**config.mk**
```make
export PLATFORM = sky130hd
export DESIGN_NAME = mul_issue_ctrl
export DESIGN_NICKNAME = d
export VERILOG_FILES = /design/src/rtl/mul_issue_ctrl.sv
export SDC_FILE = /design/constraint.sdc
export NUM_CORES = 1
export LEC_CHECK = 0
export CORE_UTILIZATION = 45
export CTS_CLUSTER_DIAMETER = 200
export DETAILED_ROUTE_END_ITERATION = 16
export PLACE_DENSITY = 0.81
export SETUP_SLACK_MARGIN = 0.2
export SYNTH_ARGS = -nofsm -noshare
export SYNTH_HDL_FRONTEND = slang
export SYNTH_SLANG_ARGS = --single-unit
```
**constraint.sdc**
```tcl
create_clock -name i_clk -period 5.8 [get_ports i_clk]
set_input_delay 1.16 -clock i_clk [delete_from_list [all_inputs] [get_ports i_clk]]
set_output_delay 1.16 -clock i_clk [all_outputs]
set_load 0.01 [all_outputs]
```
**src/rtl/mul_issue_ctrl.sv**
```systemverilog
// Issue/sequencing controller for the single-cycle 32x32 Booth multiplier datapath.
// Optional last-result reuse (skips the datapath on a repeat operand pair): define MUL_RESULT_REUSE_EN.
module mul_issue_ctrl #(
    parameter int TAG_W = 4,
    parameter int CNT_W = 16
) (
    input  logic             i_clk,
    input  logic             i_rst,
    input  logic             i_req_valid,
    output logic             o_req_ready,
    input  logic [1:0]       i_req_op,
    input  logic [31:0]      i_req_a,
    input  logic [31:0]      i_req_b,
    input  logic [TAG_W-1:0] i_req_tag,
    output logic [31:0]      o_mul_a,
    output logic [31:0]      o_mul_b,
    output logic             o_mul_signed,
    input  logic [63:0]      i_mul_prod,
    output logic             o_rsp_valid,
    input  logic             i_rsp_ready,
    output logic [31:0]      o_rsp_data,
    output logic [TAG_W-1:0] o_rsp_tag,
    output logic             o_busy,
    output logic [CNT_W-1:0] o_done_cnt
);

    typedef enum logic [1:0] {
        S_IDLE,
        S_CALC,
        S_RESP
    } state_t;

    localparam logic [1:0] OP_MUL    = 2'b00;
    localparam logic [1:0] OP_MULH   = 2'b01;
    localparam logic [1:0] OP_MULHSU = 2'b10;

    state_t           r_state;
    logic [31:0]      r_mulA;
    logic [31:0]      r_mulB;
    logic             r_mulSigned;
    logic [1:0]       r_op;
    logic [TAG_W-1:0] r_tag;
    logic             r_rspValid;
    logic [31:0]      r_rspData;
    logic [TAG_W-1:0] r_rspTag;
    logic [CNT_W-1:0] r_doneCnt;

    logic        w_reqReady;
    logic        w_reqFire;
    logic        w_rspFire;
    logic [31:0] w_corrHi;
    logic [31:0] w_result;
    logic        w_hit;
    logic [31:0] w_hitData;

    assign w_reqReady = (r_state == S_IDLE) || ((r_state == S_RESP) && i_rsp_ready);
    assign w_reqFire  = i_req_valid && w_reqReady;
    assign w_rspFire  = r_rspValid && i_rsp_ready;

    // MULHSU runs unsigned; subtracting b from the high word restores rs1's sign weight.
    assign w_corrHi = i_mul_prod[63:32] -
                      (((r_op == OP_MULHSU) && r_mulA[31]) ? r_mulB : 32'd0);
    assign w_result = (r_op == OP_MUL) ? i_mul_prod[31:0] : w_corrHi;

`ifdef MUL_RESULT_REUSE_EN
    logic        r_cValid;
    logic [31:0] r_cA;
    logic [31:0] r_cB;
    logic [1:0]  r_cMode;
    logic [31:0] r_cLo;
    logic [31:0] r_cHi;

    function automatic logic [1:0] modeOf(input logic [1:0] op);
        case (op)
            OP_MULH:   modeOf = 2'd1;
            OP_MULHSU: modeOf = 2'd2;
            default:   modeOf = 2'd0;
        endcase
    endfunction

    // The low product word is identical for every signedness, so MUL hits any cached mode.
    assign w_hit = r_cValid && (i_req_a == r_cA) && (i_req_b == r_cB) &&
                   ((modeOf(i_req_op) == r_cMode) || (i_req_op == OP_MUL));
    assign w_hitData = (i_req_op == OP_MUL) ? r_cLo : r_cHi;

    always_ff @(posedge i_clk or posedge i_rst) begin
        if (i_rst) begin
            r_cValid <= 1'b0;
            r_cA     <= '0;
            r_cB     <= '0;
            r_cMode  <= '0;
            r_cLo    <= '0;
            r_cHi    <= '0;
        end else if (r_state == S_CALC) begin
            r_cValid <= 1'b1;
            r_cA     <= r_mulA;
            r_cB     <= r_mulB;
            r_cMode  <= modeOf(r_op);
            r_cLo    <= i_mul_prod[31:0];
            r_cHi    <= w_corrHi;
        end
    end
`else
    assign w_hit     = 1'b0;
    assign w_hitData = 32'd0;
`endif

    // Later assignments take priority: a new request in RESP overrides the return to IDLE.
    always_ff @(posedge i_clk or posedge i_rst) begin
        if (i_rst) begin
            r_state     <= S_IDLE;
            r_mulA      <= '0;
            r_mulB      <= '0;
            r_mulSigned <= 1'b0;
            r_op        <= OP_MUL;
            r_tag       <= '0;
            r_rspValid  <= 1'b0;
            r_rspData   <= '0;
            r_rspTag    <= '0;
            r_doneCnt   <= '0;
        end else begin
            if (w_rspFire) begin
                r_rspValid <= 1'b0;
                r_state    <= S_IDLE;
                if (r_doneCnt != {CNT_W{1'b1}}) begin
                    r_doneCnt <= r_doneCnt + 1'b1;
                end
            end
            if (w_reqFire) begin
                if (w_hit) begin
                    r_rspValid <= 1'b1;
                    r_rspData  <= w_hitData;
                    r_rspTag   <= i_req_tag;
                    r_state    <= S_RESP;
                end else begin
                    r_mulA      <= i_req_a;
                    r_mulB      <= i_req_b;
                    r_mulSigned <= (i_req_op == OP_MULH);
                    r_op        <= i_req_op;
                    r_tag       <= i_req_tag;
                    r_state     <= S_CALC;
                end
            end
            if (r_state == S_CALC) begin
                r_rspValid <= 1'b1;
                r_rspData  <= w_result;
                r_rspTag   <= r_tag;
                r_state    <= S_RESP;
            end
        end
    end

    assign o_req_ready  = w_reqReady;
    assign o_mul_a      = r_mulA;
    assign o_mul_b      = r_mulB;
    assign o_mul_signed = r_mulSigned;
    assign o_rsp_valid  = r_rspValid;
    assign o_rsp_data   = r_rspData;
    assign o_rsp_tag    = r_rspTag;
    assign o_busy       = (r_state != S_IDLE);
    assign o_done_cnt   = r_doneCnt;

endmodule
```
==> run summary, run 1 <==
Physical implementation

The flow ran to the end, and the final reports show no timing, DRC or antenna violations. When the netlist entered floorplanning its net count stood at 871. The arrival time of data at the critical path endpoint is 4.13 ns.

On the reported timing paths, the clock transition at the registers reads about 0.060 ns. The gate count of the mapped netlist is 697. Cells with a size suffix above 1 make up 13.0% of the layout. The vias per cell is 5.44. VDD sags by at most 0.294 mV. The mean area per synthesized cell is around 10 sq um. The routed layout reports a DRC error count of 0.

The root buffer cell chosen for the clock tree is sky130_fd_sc_hd__clkbuf_16. The power per cell area is just over 500 mW/mm^2. The first-pass GRT wire length is 32500 um. The H-tree was split into 4 levels.

No sink is reached through more buffers than the 2 on the longest clock path. In the post-synthesis netlist, the biggest area contributors are sky130_fd_sc_hd__dfrtp_1 (45%), sky130_fd_sc_hd__mux2_2 (11%), sky130_fd_sc_hd__ha_1 (6.3%), sky130_fd_sc_hd__nand2_1 (6.0%), sky130_fd_sc_hd__a21oi_1 (3.7%). The post-synthesis cell count from yosys is between 600 and 700. In this run the layout overhead on the synthesized area is reported as 47.5%. The count of distinct cell types in the synthesized netlist is 56.

The most frequently used flop master after synthesis is sky130_fd_sc_hd__dfrtp_1. The number of antenna violations at the first check in global routing is 0. The number of synthesized register bits is between 100 and 150. The non-filler instance count after layout is between 1k and 1.5k.

At the end of the flow, the number of nets in the layout was about 1.1k. The total buffers and inverters traversed by the critical path is 2. The post-synthesis instance area is about 0.0070 sq mm. The later pin in the worst-skew pair is clocked with a latency of 0.41 ns.

The core region is between 0.015 and 0.02 sq mm. For this run, the script counts the antenna cells in the layout as 0. In this run the worst path has a maximum fanout of 6. Summed over all nets, the half-perimeter wirelength after detailed placement is between 10000 and 15000 um. The congestion estimate from routability-driven global placement came to about 0.93.

After routing, the total negative slack on setup checks comes to 0 ns. The synthesized chip area reported by yosys is about 0.0070 sq mm. The type of the tightest min-delay check is flop to flop. The worst setup slack after layout is roughly 2 ns.

The biggest area consumer among synthesized cells is sky130_fd_sc_hd__dfrtp_1. The timing report gives the biggest stage delay along the critical path as about 0.46 ns. The global-route congestion overflow total is 0. The fraction of the core area occupied by cells at floorplan is between 40% and 50%. The area taken by multi-input combinational cells is reported as around 0.0037 sq mm.

Power comes to between 5000 and 6000 uW. The relative slew slack is 32.5%. Listed in order, past its start point the critical path passes clkdlybuf4s50_1 > inv_1 > ha_1 > fa_1 > and2b_1 > o211ai_1 > a31oi_4 > o2111ai_4 > o311ai_4 > a21oi_1 > a31o_1 > a221o_1. The Yosys warning count is 0. The number of antenna-violating nets in the routed design is 0. Post-route period utilization is reported as 66.1%.

The final critical-path required period is 3.83 ns. The final-layout fill cell count is 1187. Clock skew on the completed layout was measured at just over 0.007 ns. The number of top-level pins is roughly 260.

The die span in x is ~130 um. The category of the critical setup timing path is primary input to flop. The pin closest to its max-slew limit shows a slew of 1.01 ns. The leakage component of the power was reported as around 0.0043 uW. The upper clock frequency limit is about 260 MHz. The required time reported for the critical path endpoint is 6.10 ns. The max-slew violation count is 0.

The floorplan has around 45 rows. Max-cap violations in this run came to 0. The sequential share of the synthesized area is between 40 and 50%. The kind of capture point of the worst setup path is a flop. The chip occupies about 0.016 sq mm. The number of flops mapped to enable cells by yosys is 0.

The cell family contributing the most delay on the critical path is AND-OR/OR-AND gates. The maximum number of pins on one net before global-route repair is between 90 and 100.
-- run 1: path summary, 6_finish.rpt --
check | startpoint | end | slack [ns] | depth (start not counted)
worst max-delay path | i_mul_prod[32] | o_rsp_data[26] | 1.97 | 12
worst min-delay path | r_tag[0] | o_rsp_tag[0] | 0.47 | 2
worst max register to register | r_op[1] | o_rsp_data[26] | 2.06 | 12
worst min register to register | r_tag[0] | o_rsp_tag[0] | 0.47 | 2
max in group asynchronous | i_rst | o_done_cnt[5] | 3.49 | 3
min in group asynchronous | i_rst | o_mul_a[18] | 1.29 | 2
-- run 1: cell type report --
class | instances | share of cell area [%]
clock buffers | 17 | 4.13
clock inverters | 15 | 1.59
inverters | 11 | 0.450
multi-input cells | 529 | 35.6
flip-flops and latches | 126 | 30.6
well taps | 188 | 2.29
repair buffers | 262 | 25.4
-- run 1: cell families after synthesis --
logic type / share of synthesized area, %
and+or+nand+nor: 14.3
AOI/OAI and AO/OA: 14.8
DFF: 45.2
muxes: 12.2
buffers and inverters: 2.53
xor gates and xnor gates: 4.52
adders and majority gates: 6.56
-- run 1: metal layers --
layer	vias up	wire length, um	GRT usage [%]
met3	27	1300	6.50
met4	0	288	8.43
li1	3005	-	-
met5	-	0	0
met1	2986	8660	31.8
met2	230	10100	45.1
-- run 1: power by group --
| group | switching [uW] | total [uW] | internal (uW) |
|---|---|---|---|
| registers | 272 | 1560 | 1290 |
| clock network | 424 | 1060 | 638 |
| logic | 1210 | 2570 | 1360 |
-- run 1: cells in the mapped netlist, types with 3 or more instances --
library cell	n
sky130_fd_sc_hd__dfrtp_1	126
sky130_fd_sc_hd__nand2_1	111
sky130_fd_sc_hd__mux2_2	71
sky130_fd_sc_hd__a21oi_1	51
sky130_fd_sc_hd__nor2_1	50
sky130_fd_sc_hd__ha_1	35
sky130_fd_sc_hd__o21ai_0	33
sky130_fd_sc_hd__clkbuf_1	28
sky130_fd_sc_hd__xnor2_1	23
sky130_fd_sc_hd__a21o_1	14
sky130_fd_sc_hd__xor2_1	13
sky130_fd_sc_hd__inv_1	11
sky130_fd_sc_hd__a31oi_1	10
sky130_fd_sc_hd__nand3_1	10
sky130_fd_sc_hd__nand4_1	9
sky130_fd_sc_hd__nor3_1	9
sky130_fd_sc_hd__a22oi_1	8
sky130_fd_sc_hd__a211oi_1	7
sky130_fd_sc_hd__or3_1	6
sky130_fd_sc_hd__and3_1	5
sky130_fd_sc_hd__mux2i_1	5
sky130_fd_sc_hd__nand2b_1	5
sky130_fd_sc_hd__a221o_1	4
sky130_fd_sc_hd__o211ai_1	4
sky130_fd_sc_hd__a311oi_1	3
sky130_fd_sc_hd__and2_1	3
sky130_fd_sc_hd__nor2b_1	3
sky130_fd_sc_hd__nor4_1	3
sky130_fd_sc_hd__or2_2	3
-- run 1: cells in the final DEF (no fill, tap or decap), drive strengths merged, types with 17 or more instances in the layout --
cell,netlist,layout
clkdlybuf4s50,0,257
nor2,50,50
clkbuf,28,17
xnor2,23,23
a21oi,51,51
mux2,71,71
dfrtp,126,126
o21ai,33,33
nand2,113,113
ha,35,35
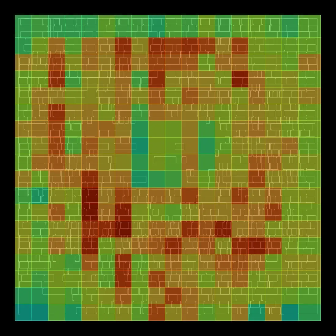
Figure 1: run 1, routing congestion.
grt met1 use: 31.8%
global routing usage on met3: 6.50%
Final Util: 68.0%

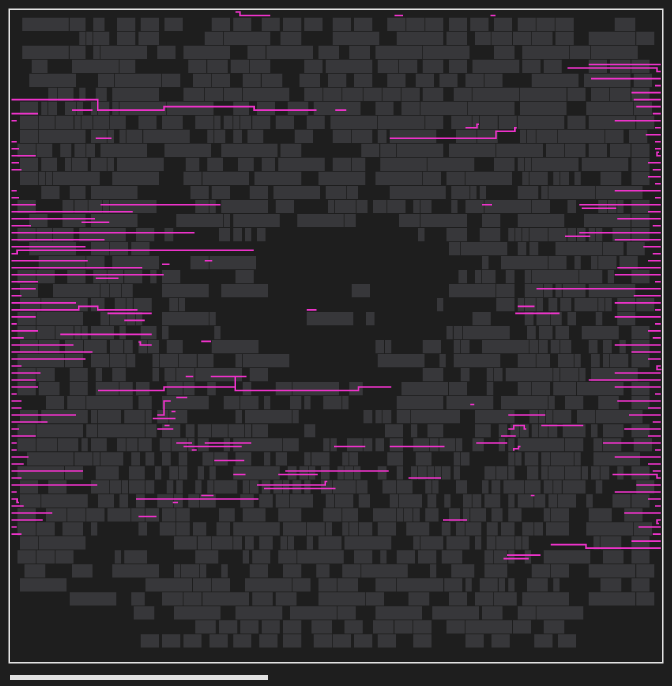
Figure 2: run 1, metal 3.
The bar under the picture is 50 um long.
longest straight run = 45.8 um
wire length on this layer = 1300 um
main direction = horizontal
final routed wirelength across all metal layers: 20400 um
detailed-route via count: 6248

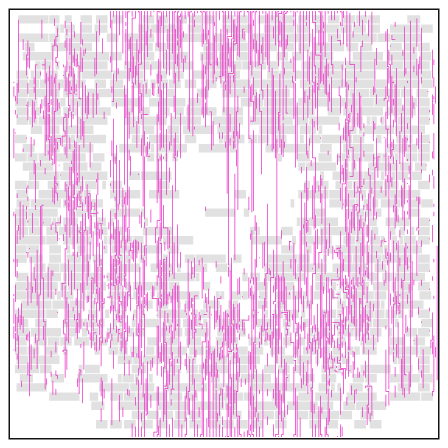
Figure 3: run 1, the metal 2 layer.
nets with wire on the layer = 1002
main direction = vertical
GRT met2 Usage: 45.1%

==> inputs of run 2 (changes only) <==
- CORE_UTILIZATION: 45 -> 41
- PLACE_DENSITY: 0.81 -> 0.78
- clock period: 5.8 -> 3.2 ns (I/O delays scaled with it)
==> run 2 against run 1 <==
Critical endpoint is now o_rsp_data[28]. Power up 96%. Synthesized area is the same. Wire length is 7.0% higher. Critical path depth grew 2. Clock skew fell by 0.00063 ns. Sequential share of layout area down 2.5 points. Critical path type is now flop to flop. Non-clock buffer count rose by 56. Hold slack got worse by 0.0052 ns. Worst setup slack got worse by 1.9 ns. Clock-buffer cell count unchanged. Register-to-register slack worse by 2.0 ns. Sequential power is 83% higher.
==> run summary, run 2 <==
Physical implementation

Leaving out filler cells and counting taps, the final layout contains approximately 1.2k. Dividing the detail-routed via count by the number of cells gives between 5 and 6. The sequential share of the synthesized area is between 40% and 50%. The report shows a maximum critical-path fanout of 5. The buffer levels on the longest clock path is 2. The data arrival time reported for the critical path is between 3 and 4 ns. The number of top-level pins is around 260. Among logic cells in the layout, the one with the most instances is sky130_fd_sc_hd__clkdlybuf4s50_1. The path class of the tightest hold or removal check is flop to flop.

Per the final report, max-transition violations number 0. The power report puts the leakage power at 0.00465 uW. The die span in x is ~130 um.

The Yosys warning count is 0. The number of antenna violations at the first check in global routing is 0. The largest vdd supply drop is roughly 0.5 mV.

The clock slew seen by the registers of the worst setup and hold paths is about 0.06 ns. The clock H-tree reported by CTS has 4 levels. The final antenna diode tally reported by the flow is 0. Of the cells placed in the final design, the portion with a size suffix greater than 1 is around 23%.

Clock tree synthesis selected as its root buffer the cell sky130_fd_sc_hd__clkbuf_16. Global routing finished with a remaining overflow of 0. After floorplanning, the core was sized to cover approximately 0.017 sq mm.

Synthesis produced a netlist whose cell count is about 700. The flow ran to the end, and the final reports show no timing, DRC or antenna violations. The total die size is roughly 0.018 sq mm. The routed design could run at a clock period as short as about 3.1 ns. The number of synthesized register bits is 126. The fraction of the core area occupied by cells at floorplan is between 40% and 50%.

Of the total power, combinational logic draws between 50% and 60%. STA classifies the critical path endpoint as a flop. The synthesis report lists the most area-consuming cells as sky130_fd_sc_hd__dfrtp_1 (45%), sky130_fd_sc_hd__mux2_2 (11%), sky130_fd_sc_hd__ha_1 (6.3%), sky130_fd_sc_hd__nand2_1 (6.0%), sky130_fd_sc_hd__a21oi_1 (3.7%). The relative slew slack is roughly 44%. The wire length recorded after detailed routing is between 20000 and 25000 um. After synthesis, the chip area reported by Yosys is around 0.007 sq mm.

Yosys reports that the most numerous cell types are sky130_fd_sc_hd__dfrtp_1 (126), sky130_fd_sc_hd__nand2_1 (111), sky130_fd_sc_hd__mux2_2 (71).
==> run 2: cell counts after synthesis <==
No cell type changed its count.
==> run 2: final cells by class <==
cell class / instances / area [sq um]
Inverter: 11 / 45.0
Sequential cell: 126 / 3150
Timing Repair Buffer: 318 / 3120
Fill cell: 1298 / 5360
Tap cell: 220 / 275
Multi-Input combinational cell: 529 / 4020
Clock inverter: 14 / 183
Clock buffer: 17 / 425
==> run 2: critical path, stage by stage, from the launching register on <==
cell and delay (ns):
sky130_fd_sc_hd__dfrtp_1 0.41, sky130_fd_sc_hd__nor2_4 0.16, sky130_fd_sc_hd__buf_12 0.12, sky130_fd_sc_hd__buf_12 0.12, sky130_fd_sc_hd__nand2_4 0.06, sky130_fd_sc_hd__ha_4 0.27
sky130_fd_sc_hd__nand2_2 0.05, sky130_fd_sc_hd__or4_4 0.55, sky130_fd_sc_hd__a31oi_4 0.20, sky130_fd_sc_hd__o2111ai_4 0.20, sky130_fd_sc_hd__buf_6 0.18, sky130_fd_sc_hd__o21bai_4 0.15
sky130_fd_sc_hd__a31oi_2 0.12, sky130_fd_sc_hd__mux2i_1 0.14, sky130_fd_sc_hd__a221o_1 0.25
==> run 2: final timing paths <==
kind | start | endpoint | slack, ns | depth (start not counted)
max in group asynchronous | i_rst | o_rsp_data[5] | 1.85 | 3
worst min-delay path | r_tag[0] | o_rsp_tag[0] | 0.46 | 2
worst min register to register | r_tag[0] | o_rsp_tag[0] | 0.46 | 2
worst max-delay path | r_op[0] | o_rsp_data[28] | 0.08 | 14
worst max register to register | r_op[0] | o_rsp_data[28] | 0.08 | 14
min in group asynchronous | i_rst | o_mul_a[28] | 0.58 | 2
==> run 2: power by group through the flow <==
stage	Combinational [uW]	Clock (uW)	Sequential [uW]
after floorplan	2260	0	3100
after global placement	4850	0	2830
after detailed placement	4910	0	2850
after CTS	5100	2060	2840
after global routing	5720	2130	2950
final	5310	2030	2850
==> run 2: timing repair <==
| item | CTS | global route |
|---|---|---|
| buffers inserted | 11 | 5 |
| hold endpoints to repair | 0 | 0 |
| cloned | 1 | 0 |
| pin swaps | 8 | 12 |
| endpoints found under the setup margin | 12 | 22 |
| resized | 13 | 53 |
==> run 2: through the flow <==
| step | util, % | worst slack [ns] |
|---|---|---|
| after floorplan | - | 0.193 |
| after global placement | 61.1 | -0.286 |
| after detailed placement | 61.1 | -0.312 |
| after CTS | 65.9 | 0.0938 |
| after global routing | 67.7 | -0.0303 |
| final | 67.7 | 0.0805 |
==> run 2: logic make-up after synthesis <==
group | share of synthesized area, %
flip-flops | 45.2
adder cells (fa/ha/maj) | 6.56
AND/OR/NAND/NOR | 14.3
AND-OR/OR-AND | 14.8
XOR/XNOR | 4.52
multiplexers | 12.2
buffers and inverters | 2.53
==> run 2: layer usage <==
metal	vias up	share of wire, %
li1	3110	-
met1	3147	42
met2	261	49
met3	35	6.6
met4	0	2.2
met5	-	0
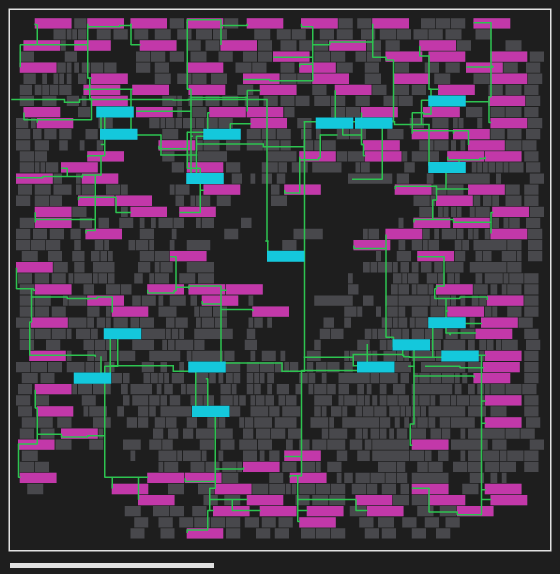
Figure 4: run 2, clock network drawn from the DEF.
The bar under the picture is 50 um long.
green -> clock wires  # length 1790 um
magenta -> flip-flops  # count 126
cyan -> cells driving clock nets  # count 17
flops lie = widely spread
part of the total power dissipated in the clock network: 20.0%
Clock Latency Late Sink: 0.42 ns

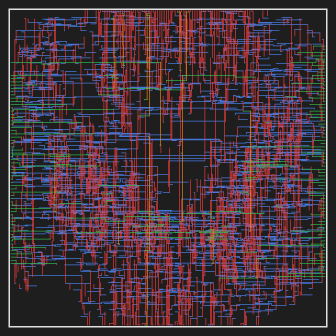
Figure 5: run 2, wiring by layer.
green -> met3  # wire length 1440 um
red -> met2  # wire length 10700 um
blue -> met1  # wire length 9150 um
orange -> met4  # wire length 474 um
detailed-route via count: 6553
total routing resource utilization after global routing: 25.1%

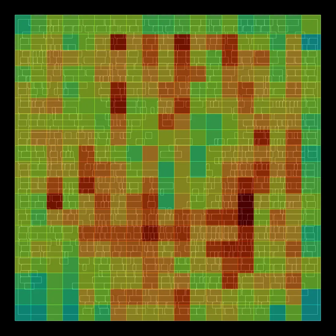
Figure 6: run 2, routing congestion.
Most Used Layer, Global Route: met2
drt wl/cell: 17.6 um
Final Util: 67.7%
GRT met2 Usage: 42.1%
grt met1 use: 31.1%

==> inputs of run 3 (changes only) <==
- CORE_MARGIN: unset -> 5
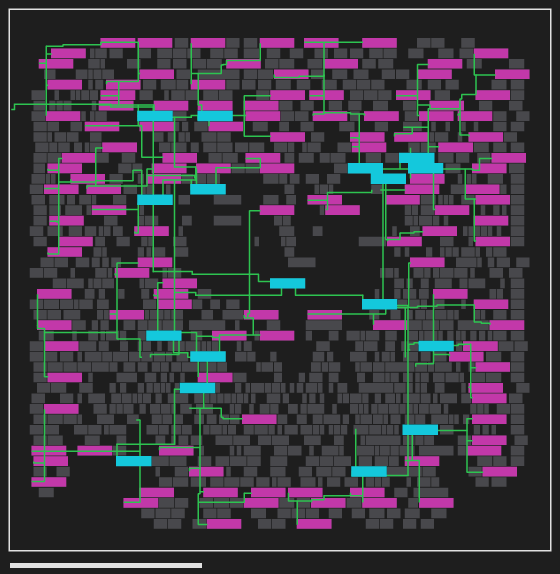
Figure 7: run 3, clock network drawn from the DEF.
The bar under the picture is 50 um long.
magenta -> flip-flops  # count 126
cyan -> cells driving clock nets  # count 17
green -> clock wires  # length 1790 um
routed clock nets = 18
flops lie = widely spread
clk pwr: 1930 uW
part of the total power dissipated in the clock network: 19.6%
final clock skew: 0.00880 ns

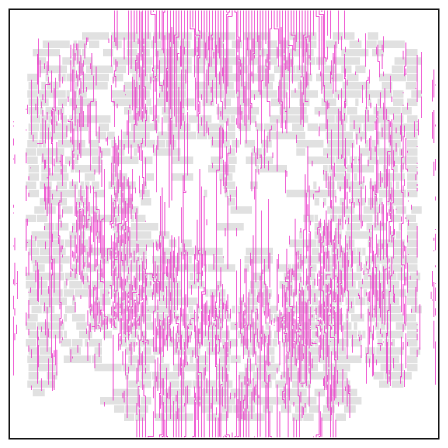
Figure 8: run 3, the metal 2 layer.
wire length on this layer = 11500 um
share of all routed wire = 51%
nets with wire on the layer = 1029
longest straight run = 57.1 um
main direction = vertical
detailed-route via count: 6517
final routed wirelength across all metal layers: 22700 um
GRT met2 Usage: 39.5%

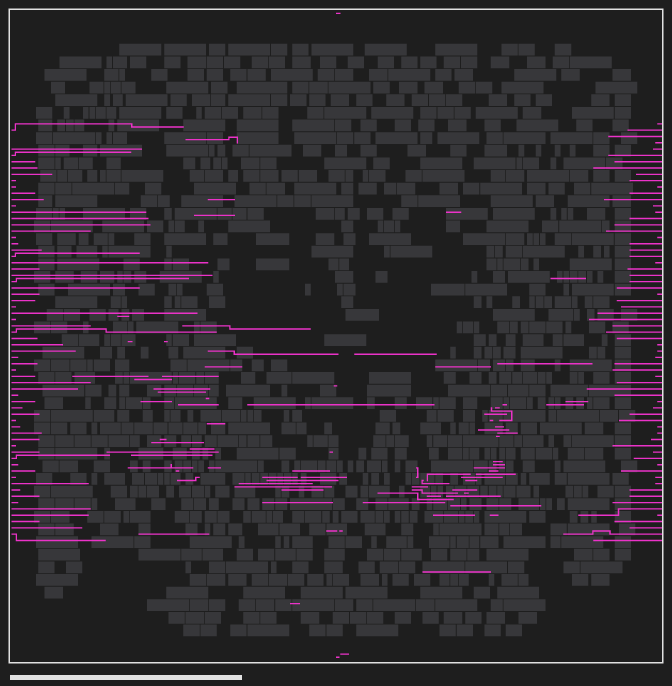
Figure 9: run 3, metal 3.
The bar under the picture is 50 um long.
share of all routed wire = 8.4%
nets with wire on the layer = 184
wire length on this layer = 1910 um
main direction = horizontal
global routing usage on met3: 7.02%

==> run 3 against run 2 <==
Register-to-register slack got worse by 0.02 ns. Synthesized area unchanged. Utilization decreased by 2.4 points. Critical path depth decreased by 2. Maximum frequency decreased by 0.79%. Critical path type unchanged.
==> run summary, run 3 <==
Physical implementation

The flow ran to the end, and the final reports show no timing, DRC or antenna violations. Entering global routing, the biggest net connects between 50 and 60 pins. After detailed routing, the number of vias per cell comes to roughly 5.3.

Per the OpenROAD power report, leakage power amounts to roughly 0.0045 uW. The antenna diode instance count is 0. Data on the critical path arrives at its endpoint at about 3.5 ns.

STA classifies the critical path endpoint as a flop. For the worst reg-to-reg path, the endpoint reported by OpenROAD is o_rsp_data[26]. The relative slew slack is a little over a quarter.

Setup slack on the worst path after placement came out at -0.366 ns. Synthesis produced a netlist with a net count of between 800 and 900. The start point of the worst min-delay path is r_tag[2]. The DRC violation count after routing is 0. Counting cells, the worst reg-to-reg path comes to 12. Per the skew report, the later register of the worst-skew pair sees a clock latency of approximately 0.42 ns. The fraction of the core area occupied by cells at floorplan is 41.9%.

Looking at area per cell type in the netlist, the leader is sky130_fd_sc_hd__dfrtp_1. The sequential share of the synthesized area is 45.2%. Cells with a size suffix above 1 make up 19.5% of the layout. The final layout contains between 1k and 1.5k nets. In this run the layout overhead on the synthesized area is reported as 55.7%. The category of the critical setup timing path is flop to flop. The final RePlAce weighted congestion is a little over 0.9. The type of the tightest min-delay check is flop to flop. A synthesized cell averages 10.0 sq um. The final timing report lists a max-slew violation count of 0.

The die is approximately 140 um wide. The required time reported for the critical path endpoint is roughly 3.5 ns. The post-synthesis cell count from yosys is approximately 700.

The CTS H-tree depth is 4. The number of antenna violations at the first check in global routing is 0. Looking at the gate-level netlist, the highest instance count belongs to sky130_fd_sc_hd__dfrtp_1. The number of synthesized register bits is roughly 130.

The launch point of the worst reg-to-reg path is r_op[0]. The core outline area is between 0.015 and 0.02 sq mm. By instance count after routing, the leading logic cell type is sky130_fd_sc_hd__clkdlybuf4s50_1. The first global-routing pass estimated between 30000 and 40000 um of wire. The clock slew seen by the registers of the worst setup and hold paths is around 0.060 ns. Setup slack closes at 0.0558 ns.

The timing report gives the worst reg2reg path a setup slack of ~0.056 ns. The cell count of the worst hold path is 2. The max-cap check violation count is 0. Yosys mapped a number of flops with a built-in enable equal to 0. The synthesized netlist has a Yosys-reported chip area of roughly 0.007 sq mm. The detailed placer's ending HPWL is roughly 17000 um.

In the layout the commonest cells are sky130_fd_sc_hd__clkdlybuf4s50_1 (257), sky130_fd_sc_hd__dfrtp_1 (126), sky130_fd_sc_hd__nand2_1 (106). The post-synthesis instance area is around 0.007 sq mm. Per the summary, power density relative to cell area is 906 mW/mm^2.

The upper clock frequency limit is about 320 MHz. Per the GRT congestion report, total overflow comes to 0. The gate count of the mapped netlist is 697. The count of distinct cell types in the synthesized netlist is 56.

Yosys attributes the largest share of cell area to sky130_fd_sc_hd__dfrtp_1 (45%), sky130_fd_sc_hd__mux2_2 (11%), sky130_fd_sc_hd__ha_1 (6.3%), sky130_fd_sc_hd__nand2_1 (6.0%), sky130_fd_sc_hd__a21oi_1 (3.7%). Post-synth the commonest register cell is sky130_fd_sc_hd__dfrtp_1.
run 3: cell types whose count changed in the layout (fill, tap and decap cells not counted), sizes merged:
cell / previous run / this run
buf: 61 / 49
bufinv: 3 / 1
clkbuf: 17 / 18
inv: 17 / 19
run 3: logic make-up after synthesis:
| group | after synthesis | synth area share, % |
|---|---|---|
| xor gates and xnor gates | 36 | 4.52 |
| and+or+nand+nor | 225 | 14.3 |
| muxes | 76 | 12.2 |
| adders and majority gates | 36 | 6.56 |
| DFF | 126 | 45.2 |
| buffers and inverters | 42 | 2.53 |
| AOI/OAI and AO/OA | 156 | 14.8 |
run 3: worst max-delay path: stages (launching register included):
cell	delay, ns
sky130_fd_sc_hd__dfrtp_1	0.41
sky130_fd_sc_hd__nor2_4	0.19
sky130_fd_sc_hd__buf_12	0.16
sky130_fd_sc_hd__nand2_1	0.09
sky130_fd_sc_hd__ha_4	0.28
sky130_fd_sc_hd__nand2_2	0.05
sky130_fd_sc_hd__or4_4	0.53
sky130_fd_sc_hd__a31oi_4	0.23
sky130_fd_sc_hd__o2111ai_4	0.20
sky130_fd_sc_hd__o311ai_4	0.31
sky130_fd_sc_hd__a21oi_1	0.11
sky130_fd_sc_hd__a31o_1	0.19
sky130_fd_sc_hd__a221o_1	0.26
run 3: cell type report:
type,instances,share of cell area [%]
tap,220,2.53
multi-input combinational,529,35.1
clock buffer,18,4.04
timing repair buffer,306,27.5
inverter,11,0.414
clock inverter,14,1.35
sequential,126,29.0
run 3: metrics by stage:
step | util, % | TNS (ns) | std cells | power (uW)
2_1_floorplan | - | 0 | 697 | 5360
6_report | 65.3 | 0 | 1224 | 9850
4_1_cts | 64.7 | 0 | 1220 | 9830
3_3_place_gp | 60.8 | -1.07 | 1182 | 7690
5_1_grt | 65.3 | -0.0781 | 1224 | 10500
3_5_place_dp | 60.8 | -1.58 | 1182 | 7800
run 3: repair_timing:
item                       4_1_cts  5_1_grt
setup endpoints to repair        7       19
pin swaps                        3        6
hold buffers                     0        0
resized                          3       20
setup buffers                    6        4
run 3: routing by layer:
metal	GRT usage (%)	wire (um)	vias to the layer above	part of all wire [%]
met2	39.5	11500	275	51
met1	26.7	8860	3121	39
met3	7.02	1910	37	8.4
li1	-	-	3084	-
met5	0	0	-	0
met4	6.27	410	0	1.8
run 3: how the worst max path moves through the flow:
| stage | endpoint | from | slack [ns] | cells after the start |
|---|---|---|---|---|
| 6_report | o_rsp_data[26] | r_op[0] | 0.06 | 12 |
| 5_1_grt | o_rsp_data[26] | o_mul_a[31] | -0.05 | 13 |
| 2_1_floorplan | o_rsp_data[26] | o_mul_a[31] | 0.19 | 13 |
| 4_1_cts | o_rsp_data[26] | i_mul_prod[32] | 0.09 | 12 |
| 3_5_place_dp | o_rsp_data[26] | i_mul_prod[32] | -0.37 | 12 |
| 3_3_place_gp | o_rsp_data[26] | i_mul_prod[32] | -0.29 | 12 |
run 3: report_power, final:
group	internal, uW	leakage (uW)	total (uW)	switching (uW)
logic	2730	0.00271	5100	2370
clock network	1120	0.000283	1930	808
registers	2330	0.00152	2830	496
total	6180	0.00451	9850	3670
Power figures rest on the tool's default switching activity, not on a simulated workload.
